Figure 1. Metal 1 (run 1).
Scale bar: 20 um.
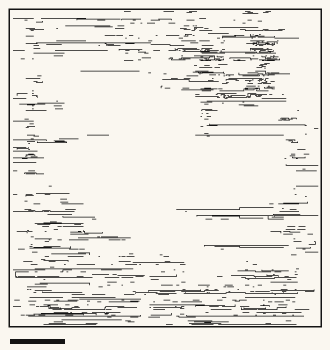
Figure 2. Signal wires on met2 (run 1).
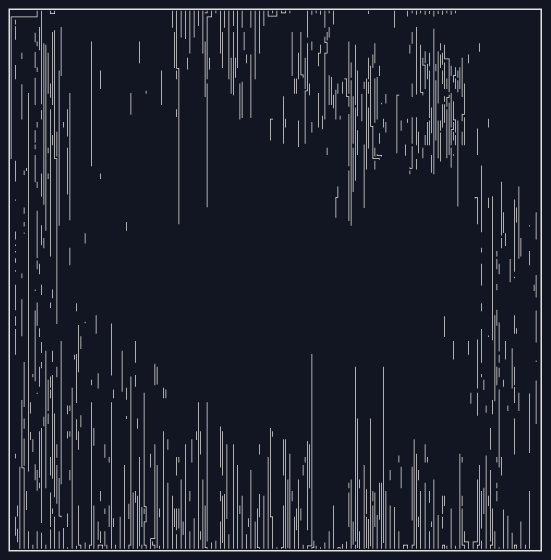
Figure 3. Metal 3 (run 1).
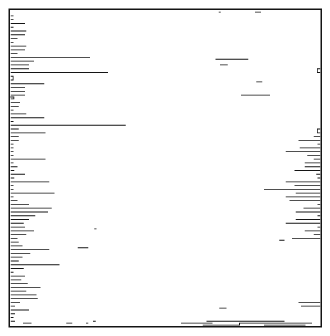
==> src/rtl/peripheral_msi_arb_rr_wb.sv <==
// ---------------------------------------------------------------------------
// peripheral_msi_arb_rr_wb
// Round-robin Wishbone arbiter: NM masters share one slave port. A grant is
// taken from IDLE, held in BUSY until the slave acks, the granted master
// drops its cycle, or TIMEOUT BUSY cycles elapse (then one ERR cycle).
//
// Ports
//   wbm_clk / wbm_rst        clock, asynchronous active-low reset
//   m_adr/dat/sel/we_i       packed per-master request fields
//   m_cyc_i / m_stb_i        per-master cycle / strobe
//   m_dat_o                  read data broadcast (s_dat_i passthrough)
//   m_ack_o / m_err_o        per-master acknowledge / timeout error
//   s_adr/dat/sel/we_o       muxed request to the slave
//   s_cyc_o / s_stb_o        slave cycle / strobe (BUSY only)
//   s_dat_i / s_ack_i        slave read data / acknowledge
//   gnt_o                    one-hot current grant, zero in IDLE
// ---------------------------------------------------------------------------
module peripheral_msi_arb_rr_wb #(
    parameter int AW      = 32,
    parameter int NM      = 2,
    parameter int TIMEOUT = 256
) (
    input  logic             wbm_clk,
    input  logic             wbm_rst,
    input  logic [NM*AW-1:0] m_adr_i,
    input  logic [NM*32-1:0] m_dat_i,
    input  logic [NM*4-1:0]  m_sel_i,
    input  logic [NM-1:0]    m_we_i,
    input  logic [NM-1:0]    m_cyc_i,
    input  logic [NM-1:0]    m_stb_i,
    output logic [31:0]      m_dat_o,
    output logic [NM-1:0]    m_ack_o,
    output logic [NM-1:0]    m_err_o,
    output logic [AW-1:0]    s_adr_o,
    output logic [31:0]      s_dat_o,
    output logic [3:0]       s_sel_o,
    output logic             s_we_o,
    output logic             s_cyc_o,
    output logic             s_stb_o,
    input  logic [31:0]      s_dat_i,
    input  logic             s_ack_i,
    output logic [NM-1:0]    gnt_o
);

    localparam int IW = (NM > 1) ? $clog2(NM) : 1;
    localparam int CW = $clog2(TIMEOUT + 1);
    localparam logic [CW-1:0] CNT_LAST = CW'(TIMEOUT - 1);

    typedef enum logic [1:0] {IDLE, BUSY, ERR} state_t;

    state_t        state_q, state_d;
    logic [IW-1:0] g_q, g_d;
    logic [IW-1:0] last_q, last_d;
    logic [CW-1:0] cnt_q, cnt_d;

    logic [NM-1:0] req;
    logic          rr_found;
    logic [IW-1:0] rr_pick;
    logic [IW-1:0] rr_cand;

    assign req = m_cyc_i & m_stb_i;

    // Search starts just after the last served master so every requester
    // is reached within NM grants.
    always_comb begin
        rr_found = 1'b0;
        rr_pick  = last_q;
        rr_cand  = last_q;
        for (int unsigned k = 1; k <= NM; k++) begin
            rr_cand = IW'((32'(last_q) + k) % NM);
            if (!rr_found && req[rr_cand]) begin
                rr_found = 1'b1;
                rr_pick  = rr_cand;
            end
        end
    end

    always_ff @(posedge wbm_clk or negedge wbm_rst) begin
        if (!wbm_rst) begin
            state_q <= IDLE;
            g_q     <= '0;
            last_q  <= IW'(NM - 1);
            cnt_q   <= '0;
        end else begin
            state_q <= state_d;
            g_q     <= g_d;
            last_q  <= last_d;
            cnt_q   <= cnt_d;
        end
    end

    always_comb begin
        state_d = state_q;
        g_d     = g_q;
        last_d  = last_q;
        cnt_d   = cnt_q;
        m_ack_o = '0;
        m_err_o = '0;
        gnt_o   = '0;
        s_cyc_o = 1'b0;
        s_stb_o = 1'b0;
        case (state_q)
            IDLE: begin
                if (rr_found) begin
                    g_d     = rr_pick;
                    cnt_d   = '0;
                    state_d = BUSY;
                end
            end
            BUSY: begin
                s_cyc_o      = 1'b1;
                s_stb_o      = 1'b1;
                gnt_o[g_q]   = 1'b1;
                // Ack wins over abort and over the final timeout cycle.
                if (s_ack_i) begin
                    m_ack_o[g_q] = 1'b1;
                    last_d       = g_q;
                    state_d      = IDLE;
                end else if (!m_cyc_i[g_q]) begin
                    last_d  = g_q;
                    state_d = IDLE;
                end else if (cnt_q == CNT_LAST) begin
                    state_d = ERR;
                end else begin
                    cnt_d = cnt_q + 1'b1;
                end
            end
            ERR: begin
                gnt_o[g_q]   = 1'b1;
                m_err_o[g_q] = 1'b1;
                last_d       = g_q;
                state_d      = IDLE;
            end
            default: state_d = IDLE;
        endcase
    end

    assign s_adr_o = m_adr_i[g_q*AW +: AW];
    assign s_dat_o = m_dat_i[g_q*32 +: 32];
    assign s_sel_o = m_sel_i[g_q*4 +: 4];
    assign s_we_o  = m_we_i[g_q];
    assign m_dat_o = s_dat_i;

endmodule

==> config.mk <==
export PLATFORM = sky130hd
export DESIGN_NAME = peripheral_msi_arb_rr_wb
export DESIGN_NICKNAME = d
export VERILOG_FILES = /design/src/rtl/peripheral_msi_arb_rr_wb.sv
export SDC_FILE = /design/constraint.sdc
export NUM_CORES = 1
export LEC_CHECK = 0
export CORE_AREA = 2 2 110 112
export CTS_BUF_LIST = sky130_fd_sc_hd__clkbuf_2 sky130_fd_sc_hd__clkbuf_4 sky130_fd_sc_hd__clkbuf_8
export DETAILED_ROUTE_END_ITERATION = 12
export DIE_AREA = 0 0 112 114
export SLEW_MARGIN = 5
export SYNTH_ARGS = -nofsm -noshare
export SYNTH_HDL_FRONTEND = slang
export SYNTH_SLANG_ARGS = --single-unit
==> constraint.sdc <==
create_clock -name wbm_clk -period 6.4 [get_ports wbm_clk]
set_input_delay 1.6 -clock wbm_clk [delete_from_list [all_inputs] [get_ports wbm_clk]]
set_output_delay 1.6 -clock wbm_clk [all_outputs]
set_load 0.01 [all_outputs]
==> results_dict.tcl, run 1 <==
# place-and-route summary
set metrics [dict create \
    status "finished, final reports clean" \
    busiest_layer "met2" \
    common_cells "mux2_1 (71), buf_4 (33), dfrtp_1 (12)" \
    top_register "cnt_q" \
    worst_ir_drop_vdd_v 0.000126 \
    critPathLaunch "m_dat_i[43]" \
    combPwrFrac_pct 72.6 \
    syn-cell-area_sq_mm 0.00187 \
    cp_top_family "buffers and inverters" \
    largest_register_ffs 9 \
    numPortBuffers 221 \
    total_power_uw 1090 \
    pg_comb_uw 788 \
    ff2ff_setup_slack_ns 3.78 \
    min_delay_worst_endpoint "cnt_q[7]" \
    layout_top_cell "clkdlybuf4s50_1" \
    grt_setup_unrepaired "false" \
    async_reset_ff_share_pct 100 \
    worstPathArrival_ns 2.85 \
    met1_usage_pct 12.8 \
    ff_type "dfrtp_1" \
    clkPwrFrac_pct 7.2 \
    buffers 221 \
    finalSetupTns_ns 0 \
    dominant_cells "buffers" \
    post-cts-setup-buffer-count 0 \
    std_cell_rows 40 \
    min_path_cells 1 \
    wl_met2_um 3980 \
    power.leakage_uw 0.00153 \
    use_met2_pct 21.5 \
    final_cells 525 \
    clk_pin_slew_ns 0.06 \
    cp.required_ns 4.80 \
    vias_per_cell 4.14 \
    maxSlewHeadroom_pct 34.4 \
    p_sw_uw 426 \
    die_w_um 112 \
    grt_start_max_net_pins 79 \
    drtIter0Drc 63 \
    final-setup-viol-count 0 \
    seq_area_share_pct 8.19 \
    yosys.area_share.aoi_pct 8.95 \
    synthCells 196 \
    logic_gate_count 133 \
    cp_max_fo 1 \
    final_area_sq_mm 0.00403 \
    crit_slowest_cell "clkdlybuf4s50_1" \
    num_tap_cells 147 \
    wl_met1_um 3090 \
    drc 0 \
    core-area_sq_mm 0.0117 \
    reg2reg_to "cnt_q[3]" \
    yosysCellCount 196 \
    fp-utilization_pct 16.0 \
    seqPwrFrac_pct 20.2 \
    pg_clk_uw 78.3 \
    wl_met3_um 819 \
    io_pins 286 \
    dpl_worst_slack_ns 1.94 \
    wirelength_um 8010 \
    layout_top_cells "clkdlybuf4s50_1 (221), mux2_1 (71), dfrtp_1 (11)" \
    cp.depth 3 \
    yosysWarnings 0 \
    crit_type "primary input to output port" \
    drt-pass1-iter-count 4 \
    seq_power_uw 219 \
    tool_warnings 29 \
    worstSetupStartpointType "primary input" \
    h-tree-depth 1 \
    tightest_slew_ns 0.984 \
]
About Figure 1:
share of all routed wire: 39%
wire length on this layer: 3090 um

About Figure 2:
share of all routed wire: 50%
longest straight run: 79.7 um
wire length on this layer: 3980 um
main direction: vertical

About Figure 3:
wire length on this layer: 819 um
share of all routed wire: 10%
longest straight run: 41.2 um
nets with wire on the layer: 124

Figure 4. Routing congestion (run 1).
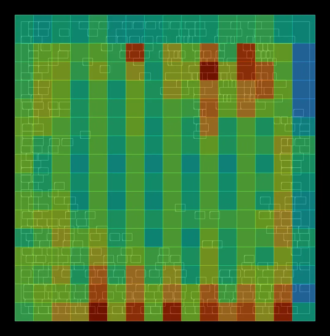

## Run 2: what changed since run 1
--- a/config.mk
+++ b/config.mk
@@ -5,10 +5,10 @@
 export SDC_FILE = /design/constraint.sdc
 export NUM_CORES = 1
 export LEC_CHECK = 0
-export CORE_AREA = 2 2 110 112
+export CORE_AREA = 2 2 112 114
 export CTS_BUF_LIST = sky130_fd_sc_hd__clkbuf_2 sky130_fd_sc_hd__clkbuf_4 sky130_fd_sc_hd__clkbuf_8
 export DETAILED_ROUTE_END_ITERATION = 12
-export DIE_AREA = 0 0 112 114
+export DIE_AREA = 0 0 114 116
 export SLEW_MARGIN = 5
 export SYNTH_ARGS = -nofsm -noshare
 export SYNTH_HDL_FRONTEND = slang
==> constraint.sdc (replaced) <==
create_clock -name wbm_clk -period 4.4 [get_ports wbm_clk]
set_input_delay 1.1 -clock wbm_clk [delete_from_list [all_inputs] [get_ports wbm_clk]]
set_output_delay 1.1 -clock wbm_clk [all_outputs]
set_load 0.01 [all_outputs]
Figure 5. Routing congestion (run 2).
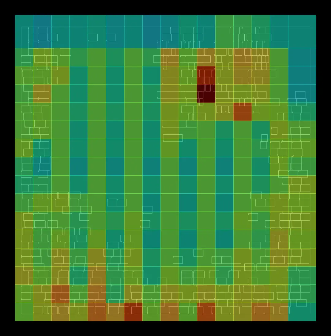
GRT Max-Usage Layer: met2
met2 Track Usage GR: 20.8%
gr usage total: 11.2%
GR Layer Usage met1: 12.8%
final core area utilization: 34.0%

==> results_dict.tcl, run 2 <==
# place-and-route summary
set metrics [dict create \
    worst_ir_drop_vdd_v 0.000161 \
    cp.depth 3 \
    logic_gate_count 133 \
    dominant_cells "buffers" \
    seqPwrFrac_pct 15.8 \
    cp.required_ns 3.30 \
    pg_clk_uw 116 \
    reg2reg_to "cnt_q[3]" \
    clkPwrFrac_pct 7.3 \
    drt-pass1-iter-count 4 \
    min_delay_worst_endpoint "cnt_q[7]" \
    yosysCellCount 196 \
    tool_warnings 29 \
    layout_top_cells "clkdlybuf4s50_1 (221), mux2_1 (71), dfrtp_1 (11)" \
    top_register "cnt_q" \
    ff_count 13 \
    synth-simple-area-share_pct 9.35 \
    die_w_um 114 \
    yosysWarnings 0 \
    p_sw_uw 617 \
    grt_start_max_net_pins 43 \
    critPathLaunch "m_dat_i[43]" \
    power.leakage_uw 0.00154 \
    combPwrFrac_pct 76.9 \
    cts_made_buffers 3 \
    final_cells 526 \
    fp-utilization_pct 15.7 \
    buf_share_pct 55.1 \
    total_power_uw 1590 \
    tightest_slew_ns 0.607 \
    wirelength_um 7910 \
    rr_worst_depth 9 \
    final-setup-viol-count 0 \
    async_reset_ff_share_pct 100 \
    post-cts-setup-buffer-count 0 \
    common_cells "mux2_1 (71), buf_4 (33), dfrtp_1 (12)" \
    cp_max_fo 1 \
    maxSlewHeadroom_pct 59.4 \
    worstSetupStartpointType "primary input" \
    final_area_sq_mm 0.00405 \
    pg_comb_uw 1220 \
    grt_setup_unrepaired "false" \
    std_cell_rows 40 \
    core-area_sq_mm 0.0119 \
    crit_type "primary input to output port" \
    layout_top_cell "clkdlybuf4s50_1" \
    worstPathArrival_ns 2.38 \
    clock.latency.late_pin_ns 0.25 \
    highest_layer "met4" \
    drtIter0Drc 42 \
    numPortBuffers 221 \
    synthCells 196 \
    clk_pin_slew_ns 0.06 \
    cp_top_family "buffers and inverters" \
    cts_tree "built" \
    crit_slowest_cell "clkdlybuf4s50_1" \
    status "finished, final reports clean" \
    syn-cell-area_sq_mm 0.00187 \
    grt_pass1_vias 2241 \
    num_tap_cells 147 \
    drc 0 \
    ff_type "dfrtp_1" \
    seq_area_share_pct 8.15 \
    h-tree-depth 1 \
    finalSetupTns_ns 0 \
    seq_power_uw 252 \
    cts-hold-fix-buffers 0 \
]
Figure 6. I/O nets highlighted (run 2).
Scale bar: 20 um.
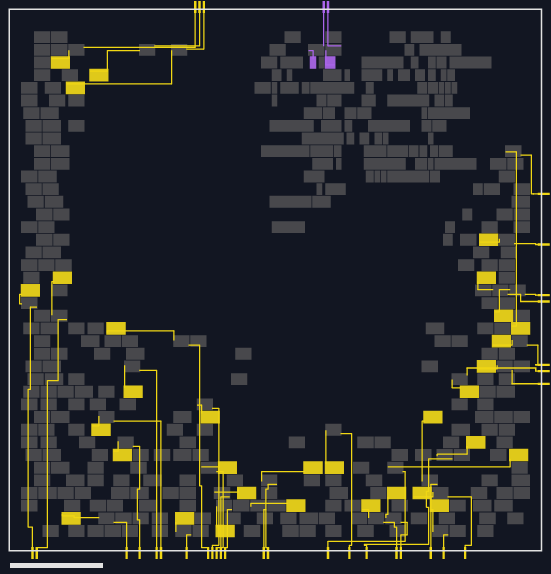
legend:
  purple:
    port: `m_ack_o`
    direction: output
    edge: top
    end_cells: 2
    buffers: 2
    wire: 25.2 um
  yellow:
    port: `s_dat_o`
    direction: output
    edge: 22 bottom, 7 right, 3 top
    end_cells: 32
    buffers: 32
    wire: 934 um

Figure 7. Metal 3 (run 2).
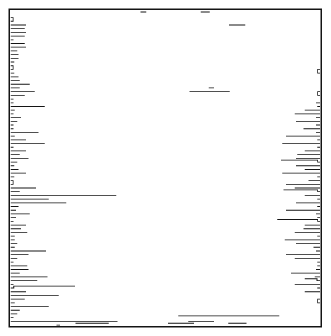

## Run 3: what changed since run 2
--- a/config.mk
+++ b/config.mk
@@ -5,10 +5,10 @@
 export SDC_FILE = /design/constraint.sdc
 export NUM_CORES = 1
 export LEC_CHECK = 0
-export CORE_AREA = 2 2 112 114
+export CORE_AREA = 2 2 110 112
 export CTS_BUF_LIST = sky130_fd_sc_hd__clkbuf_2 sky130_fd_sc_hd__clkbuf_4 sky130_fd_sc_hd__clkbuf_8
 export DETAILED_ROUTE_END_ITERATION = 12
-export DIE_AREA = 0 0 114 116
+export DIE_AREA = 0 0 112 114
 export SLEW_MARGIN = 5
 export SYNTH_ARGS = -nofsm -noshare
 export SYNTH_HDL_FRONTEND = slang
==> constraint.sdc (replaced) <==
create_clock -name wbm_clk -period 2.95 [get_ports wbm_clk]
set_input_delay 0.7375 -clock wbm_clk [delete_from_list [all_inputs] [get_ports wbm_clk]]
set_output_delay 0.7375 -clock wbm_clk [all_outputs]
set_load 0.01 [all_outputs]
Figure 8. Metal 3 (run 3).
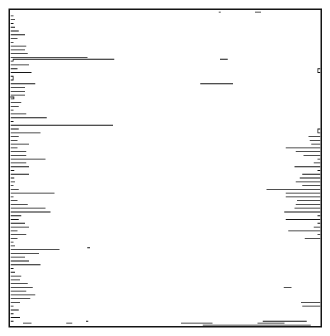
wire length on this layer: 762 um
nets with wire on the layer: 120

Figure 9. Metal 1 (run 3).
Scale bar: 20 um.
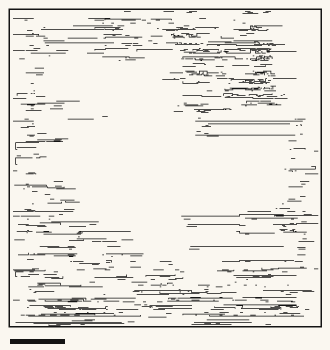
share of all routed wire: 39%
nets with wire on the layer: 452
wire length on this layer: 3040 um

==> results_dict.tcl, run 3 <==
# place-and-route summary
set metrics [dict create \
    seq_area_share_pct 8.14 \
    top_register "cnt_q" \
    syn-cell-area_sq_mm 0.00187 \
    crit_slowest_cell "clkdlybuf4s50_1" \
    p_sw_uw 917 \
    maxSlewHeadroom_pct 60.5 \
    layout_top_cell "clkdlybuf4s50_1" \
    cp.required_ns 2.21 \
    core-area_sq_mm 0.0117 \
    use_met2_pct 20.9 \
    cts_tree "built" \
    yosysCellCount 196 \
    seqPwrFrac_pct 12.3 \
    min_delay_worst_endpoint "cnt_q[7]" \
    busiest_layer "met2" \
    layout_top_cells "clkdlybuf4s50_1 (221), mux2_1 (71), dfrtp_1 (11)" \
    final_util_pct 34.7 \
    highest_layer "met4" \
    final_cells 527 \
    logic_gate_count 133 \
    worstSetupStartpointType "primary input" \
    met1_usage_pct 12.9 \
    grt_setup_unrepaired "false" \
    async_reset_ff_share_pct 100 \
    synthCells 196 \
    critPathLaunch "m_adr_i[45]" \
    cp.depth 3 \
    pg_clk_uw 166 \
    num_tap_cells 147 \
    power.leakage_uw 0.00154 \
    synth-simple-area-share_pct 9.35 \
    finalSetupTns_ns 0 \
    h-tree-depth 1 \
    numPortBuffers 221 \
    drt-pass1-iter-count 4 \
    drc 0 \
    die_w_um 112 \
    status "finished, final reports clean" \
    seq_power_uw 293 \
    std_cell_rows 40 \
    ff_count 13 \
    yosysWarnings 0 \
    post-cts-setup-buffer-count 0 \
    common_cells "mux2_1 (71), buf_4 (33), dfrtp_1 (12)" \
    ff_type "dfrtp_1" \
]
